===== src/rtl/hazard_ctrl.sv =====
// hazard_ctrl: pipeline hazard controller.
// Drives the PC / IF/ID / ID/EX write enables, the ID/EX bubble (do_stall)
// and the IF/ID flush from load-use, taken-branch and data-memory-wait events.
// Control outputs are a same-cycle (Mealy) decode of the state and inputs so a
// hazard is handled ahead of the register capture edge.
// Optional feature macro: HAZARD_STATS_EN builds saturating stall/flush
// counters; when it is undefined, stall_cnt and flush_cnt are tied to zero.
module hazard_ctrl #(
    parameter int FLUSH_DEPTH = 1
) (
    input  logic        clk,
    input  logic        rst,
    input  logic [4:0]  id_rs,
    input  logic [4:0]  id_rt,
    input  logic        id_uses_rt,
    input  logic [4:0]  ex_rt,
    input  logic        ex_Mread,
    input  logic        ex_branch_taken,
    input  logic        mem_busy,
    output logic        PC_write,
    output logic        IFID_write,
    output logic        IDEX_write,
    output logic        do_stall,
    output logic        IFID_flush,
    output logic [1:0]  state,
    output logic [15:0] stall_cnt,
    output logic [15:0] flush_cnt
);

    typedef enum logic [1:0] {
        RUN    = 2'd0,
        BUBBLE = 2'd1,
        FLUSH  = 2'd2,
        MWAIT  = 2'd3
    } state_e;

    // fcnt counts remaining FLUSH-state cycles after the first one; the
    // branch cycle itself already flushes, so the load value is depth-2.
    localparam logic [1:0] FCNT_INIT = 2'(FLUSH_DEPTH - 2);

    state_e     state_q, state_d;
    logic [1:0] fcnt_q, fcnt_d;
    logic       lu;

    // Load in EX whose destination feeds a source of the ID instruction;
    // register 0 never creates a dependency.
    assign lu = ex_Mread && (ex_rt != 5'd0) &&
                ((ex_rt == id_rs) || (id_uses_rt && (ex_rt == id_rt)));

    // Next-state and same-cycle control decode.
    always_comb begin
        state_d    = state_q;
        fcnt_d     = fcnt_q;
        PC_write   = 1'b1;
        IFID_write = 1'b1;
        IDEX_write = 1'b1;
        do_stall   = 1'b0;
        IFID_flush = 1'b0;
        if (rst) begin
            PC_write   = 1'b0;
            IFID_write = 1'b0;
            IDEX_write = 1'b0;
            state_d    = RUN;
            fcnt_d     = 2'd0;
        end else if (mem_busy) begin
            // Freeze everything: no bubble, nothing lost. A flush in
            // progress keeps its position and count.
            PC_write   = 1'b0;
            IFID_write = 1'b0;
            IDEX_write = 1'b0;
            state_d    = (state_q == FLUSH) ? FLUSH : MWAIT;
        end else if (state_q == FLUSH) begin
            // EX holds a bubble here, so a taken branch cannot appear.
            IFID_flush = 1'b1;
            do_stall   = 1'b1;
            if (fcnt_q == 2'd0) begin
                state_d = RUN;
            end else begin
                fcnt_d = fcnt_q - 2'd1;
            end
        end else if (ex_branch_taken) begin
            IFID_flush = 1'b1;
            do_stall   = 1'b1;
            if (FLUSH_DEPTH == 1) begin
                state_d = RUN;
            end else begin
                state_d = FLUSH;
                fcnt_d  = FCNT_INIT;
            end
        end else if (lu && (state_q != BUBBLE)) begin
            // Hold PC and IF/ID one cycle, insert a bubble into ID/EX.
            PC_write   = 1'b0;
            IFID_write = 1'b0;
            do_stall   = 1'b1;
            state_d    = BUBBLE;
        end else begin
            state_d = RUN;
        end
    end

    // State and flush-counter registers.
    always_ff @(posedge clk) begin
        if (rst) begin
            state_q <= RUN;
            fcnt_q  <= 2'd0;
        end else begin
            state_q <= state_d;
            fcnt_q  <= fcnt_d;
        end
    end

    assign state = state_q;

`ifdef HAZARD_STATS_EN
    logic [15:0] stall_cnt_q, stall_cnt_d;
    logic [15:0] flush_cnt_q, flush_cnt_d;
    logic        stall_evt;

    // The load-use stall is the only case that holds PC while ID/EX writes.
    assign stall_evt = IDEX_write && !PC_write;

    // Saturating event counters.
    always_comb begin
        stall_cnt_d = stall_cnt_q;
        flush_cnt_d = flush_cnt_q;
        if (stall_evt && (stall_cnt_q != 16'hFFFF)) begin
            stall_cnt_d = stall_cnt_q + 16'd1;
        end
        if (IFID_flush && (flush_cnt_q != 16'hFFFF)) begin
            flush_cnt_d = flush_cnt_q + 16'd1;
        end
    end

    // Counter registers, cleared by reset.
    always_ff @(posedge clk) begin
        if (rst) begin
            stall_cnt_q <= 16'd0;
            flush_cnt_q <= 16'd0;
        end else begin
            stall_cnt_q <= stall_cnt_d;
            flush_cnt_q <= flush_cnt_d;
        end
    end

    assign stall_cnt = stall_cnt_q;
    assign flush_cnt = flush_cnt_q;
`else
    assign stall_cnt = 16'd0;
    assign flush_cnt = 16'd0;
`endif

endmodule


===== config.mk =====
export PLATFORM = sky130hd
export DESIGN_NAME = hazard_ctrl
export DESIGN_NICKNAME = d
export VERILOG_FILES = /design/src/rtl/hazard_ctrl.sv
export SDC_FILE = /design/constraint.sdc
export NUM_CORES = 1
export LEC_CHECK = 0
export CORE_MARGIN = 5
export CORE_UTILIZATION = 31
export DETAILED_ROUTE_END_ITERATION = 7
export PLACE_DENSITY = 0.85
export SLEW_MARGIN = 20
export SYNTH_ARGS = -nofsm -noshare
export SYNTH_HDL_FRONTEND = slang
export SYNTH_SLANG_ARGS = --single-unit

===== constraint.sdc =====
create_clock -name clk -period 2.9 [get_ports clk]
set_clock_uncertainty 0.05 [all_clocks]
set_input_delay 0.29 -clock clk [delete_from_list [all_inputs] [get_ports clk]]
set_output_delay 0.29 -clock clk [all_outputs]
set_load 0.02 [all_outputs]

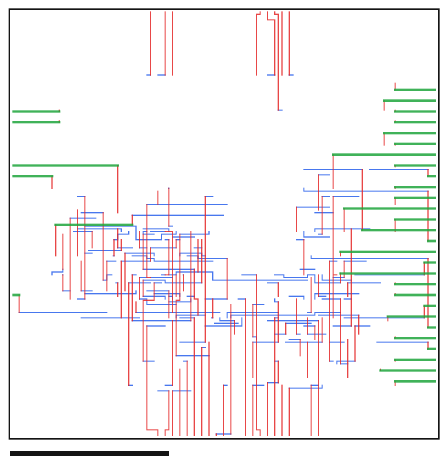
Figure 1: metal layers overlaid.
Bar = 20 um.
blue -> M1  # wire length 476 um
red -> M2  # wire length 695 um
green -> M3  # wire length 193 um

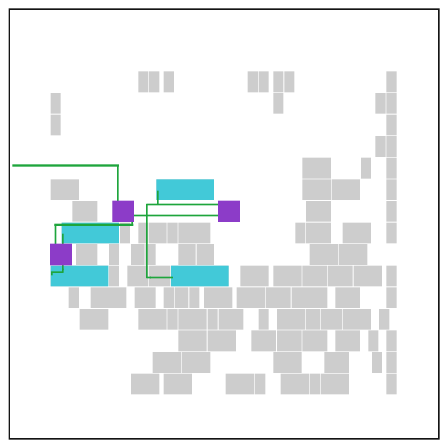
Figure 2: clock network drawn from the DEF.
purple -> clock-net drivers  # count 3
cyan -> flip-flops  # count 4
green -> clock wires  # length 76.0 um
routed clock nets = 4

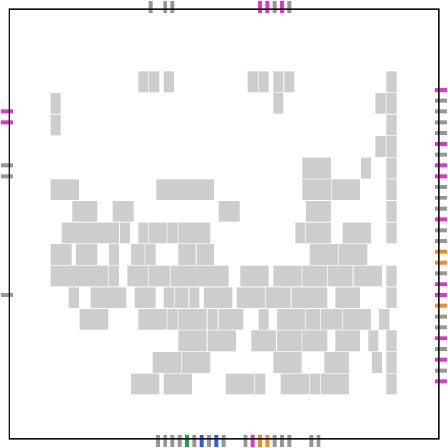
Figure 3: I/O pins on the die edge.
Pins as bars across the die edge, other pins in grey.
green -> `ex_branch_taken`  # pins 1, direction input, edge south
blue -> `state`  # pins 2, direction output, edge south
orange -> `id_rt`  # pins 5, direction input, edge 3 east, 2 south
magenta -> `flush_cnt`  # pins 16, direction output, edge 10 east, 3 north, 2 west, 1 south
Die Ht: 53.9 um
Die X: 53.9 um
IO buf count: 27

==> out/qor.yml <==
cp_common_cell: "clkdlybuf4s50_1"
die_area_mm2: 0.00291
fp_util_pct: 33.5
grtUsageMet2_pct: 17.1
crit_type: "in -> out"
routed-via-count: 502
cp_data_arrival_time_ns: 2.43
num_io_pins: 60
drive_above_1_share_pct: 3.81
p_comb_uw: 112
period_used_pct: 95.4
syn_area_um2: 598
status: "finished, final reports clean"
h-tree-depth: 1
ys_top_logic_family: "buffers and inverters"
vias_per_cell: 3.86
design.core.area_mm2: 0.00178
worstRegToRegCells: 5
holdBufCountCts: 0
tritoncts.num_buffers: 3
muxShareOfSynthArea_pct: 0
hold_viol: 0
cts.sinks: 4
synthXorXnorAreaFrac_pct: 16.1
dr_wl_met2_um: 694
final_cell_mix: "conb_1, clkdlybuf4s50_1, xor2_1"
yosysWarningCount: 0
p_leak_uw: 0.000338
critPathCaptureType: "output port"
rrSetupSlack_ns: 1.54
cp_slowest_cell: "clkdlybuf4s50_1"
drt-initial-drc-count: 2
synth.most_common_cell: "buf_4"
common_cells: "buf_4, xor2_1, nor2_1"
yosys-stat-cells: 77
crit_cells: 5
seqPwrFrac_pct: 24.5
wl_per_cell_um: 10.5
hold_class: "reg -> reg"
clk_pin_slew_worst_paths_ns: 0.03
firstDrtPassIters: 2
synth-seq-cells: 4
top_cell_area_share_pct: 41.4
ant_nets: 0
## path summary, 6_finish.rpt
path,start,to
worst min register to register,fcnt_q[1],fcnt_q[1]
worst max-delay path,ex_rt[1],PC_write
worst max register to register,fcnt_q[0],fcnt_q[1]
worst min-delay path,fcnt_q[1],fcnt_q[1]
## state kept, by name, summed over array words and instances (netlist names)
| signal | cells |
|---|---|
| state | 2 |
| fcnt_q | 2 |
## stage by stage
stage                     instance area [um^2]  hold WS, ns  power [uW]
after detailed placement                   768        0.459         170
after floorplan                            714        0.312         157
after CTS                                  791        0.464         241
after global placement                     768        0.435         169
after global routing                       791        0.498         258
final                                      791        0.454         239
## layout make-up
type	instances	share of cell area, %
tap	25	3.96
inverter	3	1.42
clock buffer	3	2.85
sequential	4	10.1
multi-input combinational	68	47.5
timing repair buffer	27	34.2
Power figures rest on the tool's default switching activity, not on a simulated workload.
